$ cat src/rtl/feedback_rx.sv
// Feedback packet receiver: filters incoming packets by cluster, destination and
// source, then writes the sender's battery status and value into two memory tables.
module feedback_rx #(
    parameter int unsigned           WORD_WIDTH = 16,
    parameter logic [WORD_WIDTH-1:0] BATT_BASE  = 16'h0148,
    parameter logic [WORD_WIDTH-1:0] VAL_BASE   = 16'h01C8,
    parameter logic [WORD_WIDTH-1:0] BCAST_ID   = 16'hFFFF
) (
    input  logic                      clock,
    input  logic                      reset,
    input  logic [5*WORD_WIDTH-1:0]   pkt_in,
    input  logic                      pkt_valid,
    output logic                      pkt_ready,
    input  logic [WORD_WIDTH-1:0]     MY_NODE_ID,
    input  logic [WORD_WIDTH-1:0]     MY_CLUSTER_ID,
    output logic [WORD_WIDTH-1:0]     address,
    output logic [WORD_WIDTH-1:0]     data_out,
    output logic                      wr_en,
    output logic                      done,
    output logic                      dropped,
    output logic [7:0]                rx_count,
    output logic [7:0]                drop_count
);

    localparam int unsigned CNT_W = 8;

    typedef struct packed {
        logic [WORD_WIDTH-1:0] src;
        logic [WORD_WIDTH-1:0] batt;
        logic [WORD_WIDTH-1:0] value;
        logic [WORD_WIDTH-1:0] cluster;
        logic [WORD_WIDTH-1:0] dest;
    } pkt_t;

    typedef enum logic [2:0] {
        IDLE    = 3'd0,
        CHECK   = 3'd1,
        WR_BATT = 3'd2,
        WR_VAL  = 3'd3,
        FIN     = 3'd4
    } state_e;

    state_e                state_q, state_d;
    pkt_t                  pkt_q, pkt_d;
    logic                  drop_q, drop_d;
    logic [CNT_W-1:0]      rx_q, rx_d;
    logic [CNT_W-1:0]      dc_q, dc_d;
    logic                  ready_q, ready_d;
    logic                  wr_en_q, wr_en_d;
    logic [WORD_WIDTH-1:0] addr_q, addr_d;
    logic [WORD_WIDTH-1:0] data_q, data_d;
    logic                  done_q, done_d;
    logic                  dropped_q, dropped_d;
    logic                  accept_c;

    // State, packet and registered outputs; reset aborts any packet in flight.
    always_ff @(posedge clock or posedge reset) begin
        if (reset) begin
            state_q   <= IDLE;
            pkt_q     <= '0;
            drop_q    <= 1'b0;
            rx_q      <= '0;
            dc_q      <= '0;
            ready_q   <= 1'b1;
            wr_en_q   <= 1'b0;
            addr_q    <= '0;
            data_q    <= '0;
            done_q    <= 1'b0;
            dropped_q <= 1'b0;
        end else begin
            state_q   <= state_d;
            pkt_q     <= pkt_d;
            drop_q    <= drop_d;
            rx_q      <= rx_d;
            dc_q      <= dc_d;
            ready_q   <= ready_d;
            wr_en_q   <= wr_en_d;
            addr_q    <= addr_d;
            data_q    <= data_d;
            done_q    <= done_d;
            dropped_q <= dropped_d;
        end
    end

    // Next state, then outputs decoded from the next state so they line up with it.
    always_comb begin
        state_d   = state_q;
        pkt_d     = pkt_q;
        drop_d    = drop_q;
        rx_d      = rx_q;
        dc_d      = dc_q;
        ready_d   = 1'b0;
        wr_en_d   = 1'b0;
        addr_d    = '0;
        data_d    = '0;
        done_d    = 1'b0;
        dropped_d = 1'b0;

        accept_c = (pkt_q.cluster == MY_CLUSTER_ID) &&
                   ((pkt_q.dest == MY_NODE_ID) || (pkt_q.dest == BCAST_ID)) &&
                   (pkt_q.src != MY_NODE_ID);

        case (state_q)
            IDLE: begin
                if (pkt_valid) begin
                    pkt_d   = pkt_t'(pkt_in);
                    drop_d  = 1'b0;
                    state_d = CHECK;
                end
            end
            CHECK: begin
                if (accept_c) begin
                    drop_d  = 1'b0;
                    state_d = WR_BATT;
                end else begin
                    drop_d  = 1'b1;
                    state_d = FIN;
                end
            end
            WR_BATT: state_d = WR_VAL;
            WR_VAL:  state_d = FIN;
            FIN: begin
                state_d = IDLE;
                if (drop_q) begin
                    if (dc_q != {CNT_W{1'b1}}) dc_d = dc_q + CNT_W'(1);
                end else begin
                    if (rx_q != {CNT_W{1'b1}}) rx_d = rx_q + CNT_W'(1);
                end
            end
            default: state_d = IDLE;
        endcase

        case (state_d)
            IDLE:    ready_d = 1'b1;
            WR_BATT: begin
                wr_en_d = 1'b1;
                addr_d  = WORD_WIDTH'(BATT_BASE + pkt_d.src);
                data_d  = pkt_d.batt;
            end
            WR_VAL: begin
                wr_en_d = 1'b1;
                addr_d  = WORD_WIDTH'(VAL_BASE + pkt_d.src);
                data_d  = pkt_d.value;
            end
            FIN: begin
                done_d    = 1'b1;
                dropped_d = drop_d;
            end
            default: ;
        endcase
    end

    assign pkt_ready  = ready_q;
    assign wr_en      = wr_en_q;
    assign address    = addr_q;
    assign data_out   = data_q;
    assign done       = done_q;
    assign dropped    = dropped_q;
    assign rx_count   = rx_q;
    assign drop_count = dc_q;

endmodule

$ cat config.mk
export PLATFORM = sky130hd
export DESIGN_NAME = feedback_rx
export DESIGN_NICKNAME = d
export VERILOG_FILES = /design/src/rtl/feedback_rx.sv
export SDC_FILE = /design/constraint.sdc
export NUM_CORES = 1
export LEC_CHECK = 0
export ABC_AREA = 1
export ABC_CLOCK_PERIOD_IN_PS = 4300
export CAP_MARGIN = 10
export CORE_MARGIN = 4
export CORE_UTILIZATION = 45
export CTS_BUF_LIST = sky130_fd_sc_hd__clkbuf_8 sky130_fd_sc_hd__clkbuf_16
export CTS_CLUSTER_DIAMETER = 100
export CTS_CLUSTER_SIZE = 28
export DETAILED_ROUTE_END_ITERATION = 10
export PLACE_DENSITY = 0.76
export SLEW_MARGIN = 20
export SYNTH_ARGS = -nofsm -noshare
export SYNTH_HDL_FRONTEND = slang
export SYNTH_SLANG_ARGS = --single-unit
$ cat constraint.sdc
create_clock -name clock -period 4.3 [get_ports clock]
set_input_delay 0.645 -clock clock [delete_from_list [all_inputs] [get_ports clock]]
set_output_delay 0.645 -clock clock [all_outputs]
set_load 0.05 [all_outputs]
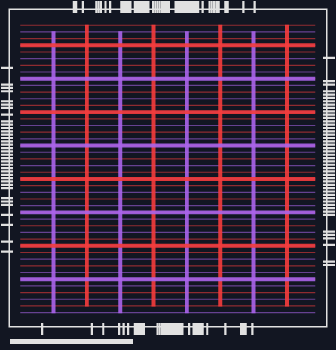
*Supply network*
Scale bar: 50 um. Pins as bars on the die edge.
Key: VDD = red; VSS = purple
8 straps on met5. The core has 43 rows. 167 signal pins sit on the boundary. 44 met1 rails follow the rows.

==> impl_results.html <==
<h2>Implementation results</h2>
<table>
<tr><th>Metric</th><th>Value</th></tr>
<tr><th colspan="2">Yosys</th></tr>
<tr><td>Most used standard cell by instance count after synthesis</td><td>sky130_fd_sc_hd__nand2_1</td></tr>
<tr><td>Top cell types by occurrence after synthesis</td><td>sky130_fd_sc_hd__nand2_1 (236), sky130_fd_sc_hd__dfrtp_1 (135), sky130_fd_sc_hd__nor2_1 (88)</td></tr>
<tr><td>Post-synthesis sequential area ratio</td><td>52.0%</td></tr>
<tr><td>Dominant non-sequential cell family after synthesis</td><td>simple AND/OR/NAND/NOR gates</td></tr>
<tr><td>Area fraction in and, or, nand and nor cells after synthesis</td><td>25.6%</td></tr>
<tr><td>Area contributors post-synth</td><td>sky130_fd_sc_hd__dfrtp_1 (52%), sky130_fd_sc_hd__nand2_1 (14%), sky130_fd_sc_hd__mux2_2 (7.4%)</td></tr>
<tr><td>Top cell type by total area after synthesis</td><td>sky130_fd_sc_hd__dfrtp_1</td></tr>
<tr><td>Floorplan net count</td><td>864</td></tr>
<tr><td>Mux frac, synth</td><td>around 7.4%</td></tr>
<tr><th colspan="2">STA</th></tr>
<tr><td>RSZ-0062 raised after global routing</td><td>no</td></tr>
<tr><td>Highest Clock Rate</td><td>352 MHz</td></tr>
<tr><td>Setup violations, final</td><td>0</td></tr>
<tr><td>Worst Hold Slack</td><td>487 ps</td></tr>
<tr><td>Final-report hold violation count</td><td>0</td></tr>
<tr><td>Slew Limit Headroom</td><td>47.5%</td></tr>
<tr><td>Final tally of max-slew violations</td><td>0</td></tr>
<tr><td>Skew final</td><td>10.9 ps</td></tr>
<tr><th colspan="2">Clocking</th></tr>
<tr><td>Total CTS buffers</td><td>17</td></tr>
<tr><td>CTS resizes</td><td>0</td></tr>
<tr><td>CTS Root Buffer Type</td><td>sky130_fd_sc_hd__clkbuf_16</td></tr>
<tr><td>CTS hold repair buffers</td><td>0</td></tr>
<tr><td>Clk sinks</td><td>136</td></tr>
<tr><td>Total number of H-tree levels</td><td>4</td></tr>
<tr><th colspan="2">Power</th></tr>
<tr><td>Sequential Power Share</td><td>40.4%</td></tr>
<tr><td>Comb pwr</td><td>1.06 mW</td></tr>
<tr><td>Lkg Pwr</td><td>4.40 nW</td></tr>
<tr><td>Overall power after layout</td><td>4.11 mW</td></tr>
<tr><td>Relative contribution of the clock network to total power</td><td>33.9%</td></tr>
<tr><td>Power attributed to sequential cells</td><td>1.66 mW</td></tr>
<tr><td>Switch Pwr</td><td>1.32 mW</td></tr>
<tr><td>Clock network power</td><td>1.39 mW</td></tr>
<tr><td>Max IR drop VDD</td><td>0.000267 V</td></tr>
<tr><th colspan="2">Cells and area</th></tr>
<tr><td>Most common cell after layout, fill and taps aside</td><td>sky130_fd_sc_hd__nand2_1</td></tr>
<tr><td>Count of filler cells inserted in the layout</td><td>1,193</td></tr>
<tr><td>Highest-count cells in the layout ignoring fill and taps</td><td>sky130_fd_sc_hd__nand2_1 (236), sky130_fd_sc_hd__clkdlybuf4s50_1 (166), sky130_fd_sc_hd__dfrtp_1 (135), sky130_fd_sc_hd__nor2_1 (88), sky130_fd_sc_hd__inv_1 (81)</td></tr>
<tr><td>Area of all sequential standard cells</td><td>3400 um2</td></tr>
<tr><td>Most flops, register</td><td>pkt_q</td></tr>
<tr><td>Diode insertion count for antenna repair</td><td>0</td></tr>
<tr><td>Share of cell area taken by flip-flops and latches</td><td>38.2%</td></tr>
<tr><td>Total of plain and repair buffers excluding clock buffers</td><td>around 170</td></tr>
<tr><td>Logic cell area</td><td>2700 um2</td></tr>
<tr><td>Non-clk buf share</td><td>between 10% and 20%</td></tr>
<tr><td>Area of all placed cells without fillers</td><td>8920 um2</td></tr>
<tr><td>Fraction of final layout cells with drive strength greater than 1</td><td>11.3%</td></tr>
<tr><td>Number of flip-flops under the largest register name</td><td>80</td></tr>
<tr><td>Biggest area consumer among cell classes</td><td>flip-flops and latches</td></tr>
<tr><td>Seq Cell Count</td><td>~140</td></tr>
<tr><th colspan="2">Global routing</th></tr>
<tr><td>Grt total ovfl</td><td>0</td></tr>
<tr><td>GRT met2 Usage</td><td>around 32%</td></tr>
<tr><td>Met3 usage in global routing</td><td>5.52%</td></tr>
<tr><td>Vias in the first global route</td><td>5,244</td></tr>
<tr><td>Layer with the highest usage after global routing</td><td>met2</td></tr>
<tr><td>Wire length of the first global-routing pass</td><td>roughly 26,000 um</td></tr>
<tr><th colspan="2">Worst setup path</th></tr>
<tr><td>Crit Path Category</td><td>in -&gt; reg</td></tr>
<tr><td>Setup crit end kind</td><td>register</td></tr>
<tr><td>Critical path's largest stage delay</td><td>450 ps</td></tr>
<tr><td>Slowest cell on the critical path</td><td>sky130_fd_sc_hd__buf_4</td></tr>
<tr><td>Gate family responsible for the most delay along the worst path</td><td>buffers and inverters</td></tr>
<tr><td>Biggest fanout along the worst timing path</td><td>around 44</td></tr>
<tr><td>Worst Path Required</td><td>4580 ps</td></tr>
<tr><td>Kind of start point of the critical path</td><td>input pin</td></tr>
<tr><td>Slack of the worst reg-to-reg path</td><td>around 1600 ps</td></tr>
<tr><td>Crit path cell chain</td><td>clkdlybuf4s50_1, inv_1, nor2_8, nand2_4, buf_4, nand2_1, nand2_2, ha_1, nand2_1, nand2_1, nand2_1, nand2_1, xor2_1, nor2_1</td></tr>
<tr><td>Worst setup path endpoint</td><td>address[9]$_DFF_PP0_</td></tr>
<tr><th colspan="2">Min path</th></tr>
<tr><td>Worst hold path endpoint</td><td>drop_count[4]$_DFFE_PP0P_</td></tr>
<tr><td>Type of the worst min-delay path</td><td>reg -&gt; reg</td></tr>
<tr><th colspan="2">Detailed routing</th></tr>
<tr><td>Post-detailed-route wirelength per cell</td><td>14.3 um</td></tr>
<tr><td>Per-cell via count in the routed design</td><td>4.69</td></tr>
<tr><td>Antenna violation net count after detailed routing</td><td>0</td></tr>
<tr><th colspan="2">Floorplan</th></tr>
<tr><td>Standard-cell row count</td><td>approximately 43</td></tr>
<tr><td>Die width</td><td>129 um</td></tr>
<tr><td>Die outline area</td><td>16,500 um2</td></tr>
<tr><td>Boundary pin count</td><td>167</td></tr>
<tr><th colspan="2">Placement</th></tr>
<tr><td>DPL Wire Length</td><td>11,700 um</td></tr>
<tr><th colspan="2">Run status</th></tr>
<tr><td>Status</td><td>complete, no violations</td></tr>
</table>
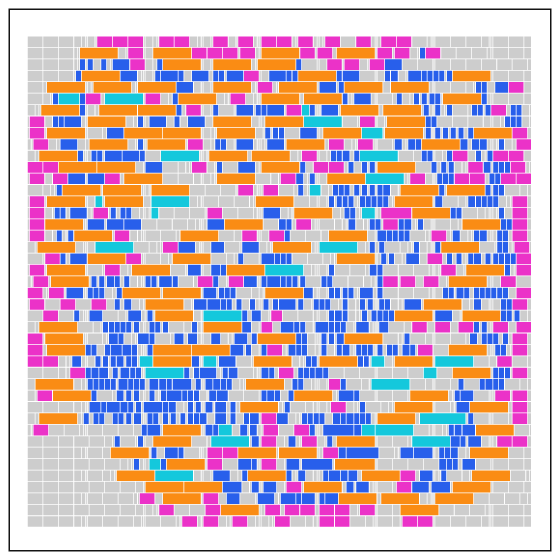
*Placed cells, one colour a class*
Fill, decap, tap and diode cells in grey.
Key: clock drivers and dummy loads = cyan [cells 32]; flops = orange [cells 136]; combinational and other logic = blue [cells 590]; other buffers and delay cells = magenta [cells 170]

Power figures rest on the tool's default switching activity, not on a simulated workload.
